### src/rtl/reset_sequencer_pkg.sv
// rtl/reset_sequencer_pkg.sv - shared types for the reset sequencer
// Sequencer state encoding and the shared interval timer width.
package reset_sequencer_pkg;

  localparam int TMR_W = 16;

  typedef enum logic [1:0] {
    ST_HOLD     = 2'd0,
    ST_WAIT_ACK = 2'd1,
    ST_GAP      = 2'd2,
    ST_DONE     = 2'd3
  } seq_state_e;

endpackage

### src/rtl/reset_sequencer_timer.sv
// rtl/reset_sequencer_timer.sv - 16-bit loadable down-counter
// Shared by the hold, gap and acknowledge-timeout intervals; load wins over decrement.
module reset_sequencer_timer
  import reset_sequencer_pkg::*;
(
  input  logic             i_clk,
  input  logic             i_rst_n,
  input  logic             i_load,
  input  logic [TMR_W-1:0] i_load_val,
  input  logic             i_dec,
  output logic [TMR_W-1:0] o_count
);

  logic [TMR_W-1:0] r_count;

  always_ff @(posedge i_clk or negedge i_rst_n) begin
    if (!i_rst_n) begin
      r_count <= '0;
    end else if (i_load) begin
      r_count <= i_load_val;
    end else if (i_dec && (r_count != '0)) begin
      r_count <= r_count - 1'b1;
    end
  end

  assign o_count = r_count;

endmodule

### src/rtl/reset_sequencer.sv
// rtl/reset_sequencer.sv - releases stage resets one by one in ascending order
// Each stage waits for its acknowledge (or a timeout) before the next is released.
module reset_sequencer
  import reset_sequencer_pkg::*;
#(
  parameter int NUM_STAGES  = 3,
  parameter int HOLD_CYCLES = 4,
  parameter int GAP_CYCLES  = 2,
  parameter int ACK_TIMEOUT = 0
) (
  input  logic                  i_clk,
  input  logic                  i_rst_n,
  input  logic                  i_sw_rst_req,
  input  logic [NUM_STAGES-1:0] i_stage_ack,
  output logic [NUM_STAGES-1:0] o_out_rst_n,
  output logic                  o_all_ready,
  output logic                  o_timeout
);

  localparam int               IDX_W     = (NUM_STAGES > 1) ? $clog2(NUM_STAGES) : 1;
  localparam logic [TMR_W-1:0] LP_HOLD   = TMR_W'(HOLD_CYCLES);
  localparam logic [TMR_W-1:0] LP_GAP    = TMR_W'(GAP_CYCLES);
  localparam logic [TMR_W-1:0] LP_ACK_TO = TMR_W'(ACK_TIMEOUT);
  localparam logic [IDX_W-1:0] LP_LAST   = IDX_W'(NUM_STAGES - 1);

  seq_state_e            r_state, w_state_nxt;
  logic [IDX_W-1:0]      r_idx, w_idx_nxt, w_idx_inc;
  logic [NUM_STAGES-1:0] r_out_rst_n, w_out_nxt;
  logic                  r_all_ready, w_ready_nxt;
  logic                  r_timeout, w_timeout_nxt;
  logic                  w_tmr_load, w_tmr_dec, w_tmr_hit, w_to_hit, w_ack;
  logic [TMR_W-1:0]      w_tmr_val, w_tmr_count;

  reset_sequencer_timer u_timer (
    .i_clk      (i_clk),
    .i_rst_n    (i_rst_n),
    .i_load     (w_tmr_load),
    .i_load_val (w_tmr_val),
    .i_dec      (w_tmr_dec),
    .o_count    (w_tmr_count)
  );

  // An interval ends on the edge where the count steps from 1 to 0.
  assign w_tmr_hit = (w_tmr_count == TMR_W'(1));
  assign w_to_hit  = (LP_ACK_TO != '0) && w_tmr_hit;
  assign w_ack     = i_stage_ack[r_idx];
  assign w_idx_inc = r_idx + 1'b1;

  always_comb begin
    w_state_nxt   = r_state;
    w_idx_nxt     = r_idx;
    w_out_nxt     = r_out_rst_n;
    w_ready_nxt   = r_all_ready;
    w_timeout_nxt = r_timeout;
    w_tmr_load    = 1'b0;
    w_tmr_val     = '0;
    w_tmr_dec     = 1'b0;

    if (i_sw_rst_req) begin
      w_state_nxt   = ST_HOLD;
      w_idx_nxt     = '0;
      w_out_nxt     = '0;
      w_ready_nxt   = 1'b0;
      w_timeout_nxt = 1'b0;
      w_tmr_load    = 1'b1;
      w_tmr_val     = LP_HOLD;
    end else begin
      unique case (r_state)
        ST_HOLD: begin
          // A zero count here means hardware reset just ended: the first edge counts as one.
          if ((w_tmr_count == '0) && (LP_HOLD != TMR_W'(1))) begin
            w_tmr_load = 1'b1;
            w_tmr_val  = LP_HOLD - 1'b1;
          end else if ((w_tmr_count == '0) || w_tmr_hit) begin
            w_out_nxt[0] = 1'b1;
            w_idx_nxt    = '0;
            w_state_nxt  = ST_WAIT_ACK;
            w_tmr_load   = 1'b1;
            w_tmr_val    = LP_ACK_TO;
          end else begin
            w_tmr_dec = 1'b1;
          end
        end
        ST_WAIT_ACK: begin
          w_tmr_dec = 1'b1;
          if (w_ack || w_to_hit) begin
            if (!w_ack) w_timeout_nxt = 1'b1;
            if (r_idx == LP_LAST) begin
              w_state_nxt = ST_DONE;
              w_ready_nxt = 1'b1;
            end else if (LP_GAP == '0) begin
              w_out_nxt[w_idx_inc] = 1'b1;
              w_idx_nxt            = w_idx_inc;
              w_tmr_load           = 1'b1;
              w_tmr_val            = LP_ACK_TO;
            end else begin
              w_state_nxt = ST_GAP;
              w_tmr_load  = 1'b1;
              w_tmr_val   = LP_GAP;
            end
          end
        end
        ST_GAP: begin
          w_tmr_dec = 1'b1;
          if (w_tmr_hit) begin
            w_out_nxt[w_idx_inc] = 1'b1;
            w_idx_nxt            = w_idx_inc;
            w_state_nxt          = ST_WAIT_ACK;
            w_tmr_load           = 1'b1;
            w_tmr_val            = LP_ACK_TO;
          end
        end
        default: begin
        end
      endcase
    end
  end

  always_ff @(posedge i_clk or negedge i_rst_n) begin
    if (!i_rst_n) begin
      r_state     <= ST_HOLD;
      r_idx       <= '0;
      r_out_rst_n <= '0;
      r_all_ready <= 1'b0;
      r_timeout   <= 1'b0;
    end else begin
      r_state     <= w_state_nxt;
      r_idx       <= w_idx_nxt;
      r_out_rst_n <= w_out_nxt;
      r_all_ready <= w_ready_nxt;
      r_timeout   <= w_timeout_nxt;
    end
  end

  assign o_out_rst_n = r_out_rst_n;
  assign o_all_ready = r_all_ready;
  assign o_timeout   = r_timeout;

endmodule

### config.mk
export PLATFORM = sky130hd
export DESIGN_NAME = reset_sequencer
export DESIGN_NICKNAME = d
export VERILOG_FILES = /design/src/rtl/reset_sequencer_pkg.sv /design/src/rtl/reset_sequencer_timer.sv /design/src/rtl/reset_sequencer.sv
export SDC_FILE = /design/constraint.sdc
export NUM_CORES = 1
export LEC_CHECK = 0
export CORE_ASPECT_RATIO = 2
export CORE_MARGIN = 4
export CORE_UTILIZATION = 51
export CTS_CLUSTER_SIZE = 12
export DETAILED_ROUTE_END_ITERATION = 10
export GPL_TIMING_DRIVEN = 0
export PLACE_DENSITY = 0.72
export SYNTH_ARGS = -nofsm -noshare
export SYNTH_HDL_FRONTEND = slang
export SYNTH_SLANG_ARGS = --single-unit
### constraint.sdc
create_clock -name i_clk -period 5.8 [get_ports i_clk]
set_input_delay 1.74 -clock i_clk [delete_from_list [all_inputs] [get_ports i_clk]]
set_output_delay 1.74 -clock i_clk [all_outputs]
set_load 0.02 [all_outputs]
==> results.ini <==
[synth]
ys_cells=159
synthArstFlopShare_pct=100
dominantRegCellSynth=dfrtp_1
synthCells=159
ys_seq_share_pct=40.5
syn_area_mm2=0.00148
synthDistinctLibCells=48
floorplan.nets=176
ys_ff=24
avgSynthCellArea_um2=9.32
yosys_warnings=0
edf_count=0
yosysTopAreaCell=dfrtp_1
synth_chip_area_mm2=0.00148
area_leaders=dfrtp_1 41%, ha_1 9.3%, a21oi_1 5.7%
yosysTopAreaCellShare_pct=40.5

[power]
p_per_area_mw_per_mm2=521
finalPower_w=0.000875
power_leakage_nw=0.696
ir_drop_uv=267

[clock_network]
cts_setup_buffers=0
cts_tree=yes
post_cts_resized=0
clockBufferDepth=2
clkTransAtPathRegs_ns=0.09
holdBufCountCts=0
cts.htree.levels=1
root_buffer=clkbuf_8

[sta]
fin_crit_ns=3.51
slew_headroom_pct=26.7
setup_slack_ns=2.29
worst_pin_slew_ns=1.10
finalMaxSlewViolations=0
finalSetupViolCount=0
max_clock_freq_mhz=285
rsz0062_at_grt=false
hold_viol_final=0
period_used_pct=60.5
fin_tns_setup_ns=0

[finish]
fin_util_pct=60.7
area_delta_synth_final_pct=13.3
drive_gt1_share_pct=10.5
antennaDiodeCount=0
nets=190

[route]
routed_via_density=6.20
post_drt_wl_per_cell_um=16.6
wl_met2_um=1930
top_layer_used=met4
firstDrtPassIters=4
ant_nets=0
wl_met1_um=1250
drcViolationCount=0
drt-initial-drc-count=34
wl_met3_um=73

[placement]
pre_cts_ws_ns=2.01
gp_congestion=0.833
portBuffers=9
hpwlAfterDp_um=2560

[critical_path]
cp.required_ns=5.94
cp_max_fo=10
critPathLaunchType=primary input
crit_arrival_ns=3.65
worstSetupPathType=primary input to flop
cp-end-kind=flop

[floorplanning]
ios=11
dieArea_mm2=0.00389
die_h_um=84.3
initCoreUtil_pct=53.5
core_area_mm2=0.00277
fp-row-count=27
fp.dieW_um=46.1

[worst_hold_path]
hold_path.class=flop to flop

[global_routing]
antenna_found_initial=0
grt_pass1_vias=1281
grt_pass1_wl_um=5750
gr-usage-all-layers_pct=19.4
grt_overflow=0
grt_max_degree=25

[outcome]
status=completed

[flow_run]
cap_violations=0
log.warning_count=34

[where the power goes]
| part | switching (W) | internal (W) | total, W |
|---|---|---|---|
| logic | 0.000265 | 0.000187 | 0.000452 |
| registers | 0.0000571 | 0.000219 | 0.000276 |
| clock network | 0.0000546 | 0.0000923 | 0.000147 |
[final timing paths]
| check | start | endpoint | cells past startpoint | slack [ns] |
|---|---|---|---|---|
| min in group asynchronous | i_rst_n | o_all_ready | 1 | 2.06 |
| worst max register to register | r_state[0] | u_timer.o_count[3] | 8 | 3.40 |
| max in group asynchronous | i_rst_n | u_timer.o_count[9] | 1 | 3.09 |
| worst min-delay path | o_all_ready | o_all_ready | 2 | 0.51 |
| worst min register to register | o_all_ready | o_all_ready | 2 | 0.51 |
| worst max-delay path | i_stage_ack[2] | u_timer.o_count[10] | 7 | 2.29 |
[cell usage after synthesis, drive strengths merged, types with 4 or more instances]
cell    number
o31ai        5
clkbuf       4
nor2         8
or3         10
a21oi       17
inv          9
or4          6
dfrtp       24
ha          11
o21ai       13
nand2        6
[final cells by class]
| cell class | instances | area [µm²] |
|---|---|---|
| plain buffers | 6 | 27.5 |
| clock buffers | 3 | 41.3 |
| clock inverters | 1 | 30.0 |
| fillers | 250 | 1090 |
| inverters | 9 | 33.8 |
| multi-input cells | 120 | 821 |
| flip-flops and latches | 24 | 601 |
| well taps | 29 | 36.3 |
| repair buffers | 9 | 90.1 |
[stage by stage]
stage	hold slack, ns	instances	instance area [µm²]
2_1_floorplan	0.518	159	1480
3_3_place_gp	0.483	197	1610
3_5_place_dp	0.495	197	1610
4_1_cts	0.519	201	1680
5_1_grt	0.534	201	1680
6_report	0.512	201	1680
[logic make-up after synthesis]
| group | count (synthesis) | share of synthesized area (%) |
|---|---|---|
| compound gates | 52 | 21.8 |
| xor+xnor | 3 | 1.77 |
| buf+inv | 15 | 4.13 |
| simple gates | 50 | 20.2 |
| flops | 24 | 40.5 |
| mux | 3 | 2.11 |
| other cells | 1 | 0.253 |
| fa+ha+maj | 11 | 9.28 |
[critical path, cell delays in order]
cell	delay (ns)
clkdlybuf4s50_1	0.45
mux2i_1	0.06
o22a_1	0.23
or3_1	0.44
nand3b_1	0.23
clkbuf_1	0.39
nor2_1	0.09
[state kept, by name (all words and copies together), names as in the netlist]
| name | flops |
|---|---|
| u_timer.o_count | 16 |
| o_out_rst_n | 3 |
| r_idx | 2 |
| r_state | 2 |
| o_all_ready | 1 |
[metal layers]
| metal | GRT usage [%] | up-vias |
|---|---|---|
| met2 | 34.7 | 25 |
| met5 | 0 | - |
| met4 | 8.29 | 0 |
| li1 | - | 608 |
| met3 | 2.36 | 8 |
| met1 | 21.2 | 606 |
[cell usage in the layout (no fill, tap or decap), types with 3 or more instances in the layout]
master           synthesis  final
dfrtp_1                 24     24
a21oi_1                 17     17
o21ai_0                 13     13
ha_1                    11     11
inv_1                    9      9
clkdlybuf4s50_1          0      9
nor2_1                   8      8
nand2_1                  6      6
o31ai_1                  5      5
or3_1                    5      5
clkbuf_1                 4      4
or4_1                    4      4
or3_2                    4      4
nand4_1                  3      3
a31oi_1                  3      3
clkbuf_8                 0      3
**Metal 3**

Scale: 8 px per µm. Cells faint in the background.
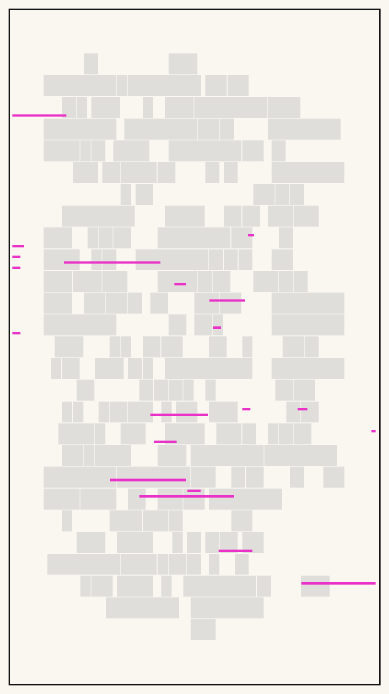
longest straight run = 11.7 µm
share of all routed wire = 2.2%
nets with wire on the layer = 16
main direction = horizontal
met3 layer usage reported by global route: 2.36%
final wirelength: 3340 µm
via count: 1,247

**Clock network drawn from the DEF**

Scale: 6 px per µm.
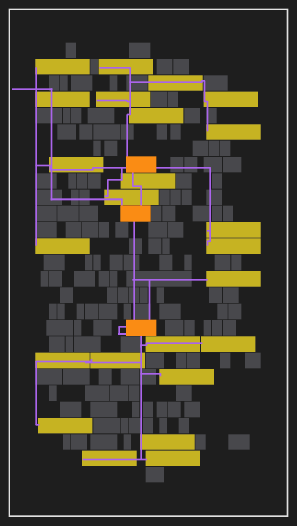
clock wires -> purple  # length 307 µm
cells driving clock nets -> orange  # count 3
flip-flops -> yellow  # count 24
flops lie = all over the die
Clock Power Share: 16.8%
Latency at later pin: 0.27 ns
Clk power: 0.000147 W
clock skew: 0.00596 ns

**Clock wiring as the flow saved it**

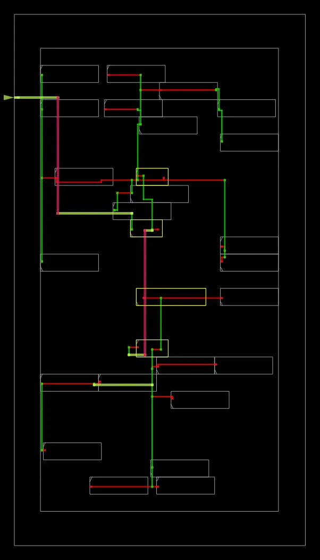
# clk buffers: 3
registers: 24
TritonCTS Buffers: 3
Clock Sinks: 24

**The metal 1 layer**

Scale: 4 px per µm. Supply wires on this layer in gray.
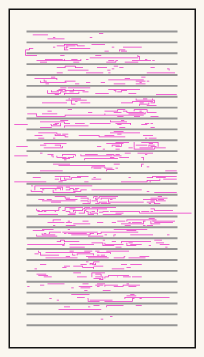
longest straight run = 19.6 µm
share of all routed wire = 37%
nets with wire on the layer = 172
met1 Use GR: 21.2%

Power and IR drop assume default switching activity.
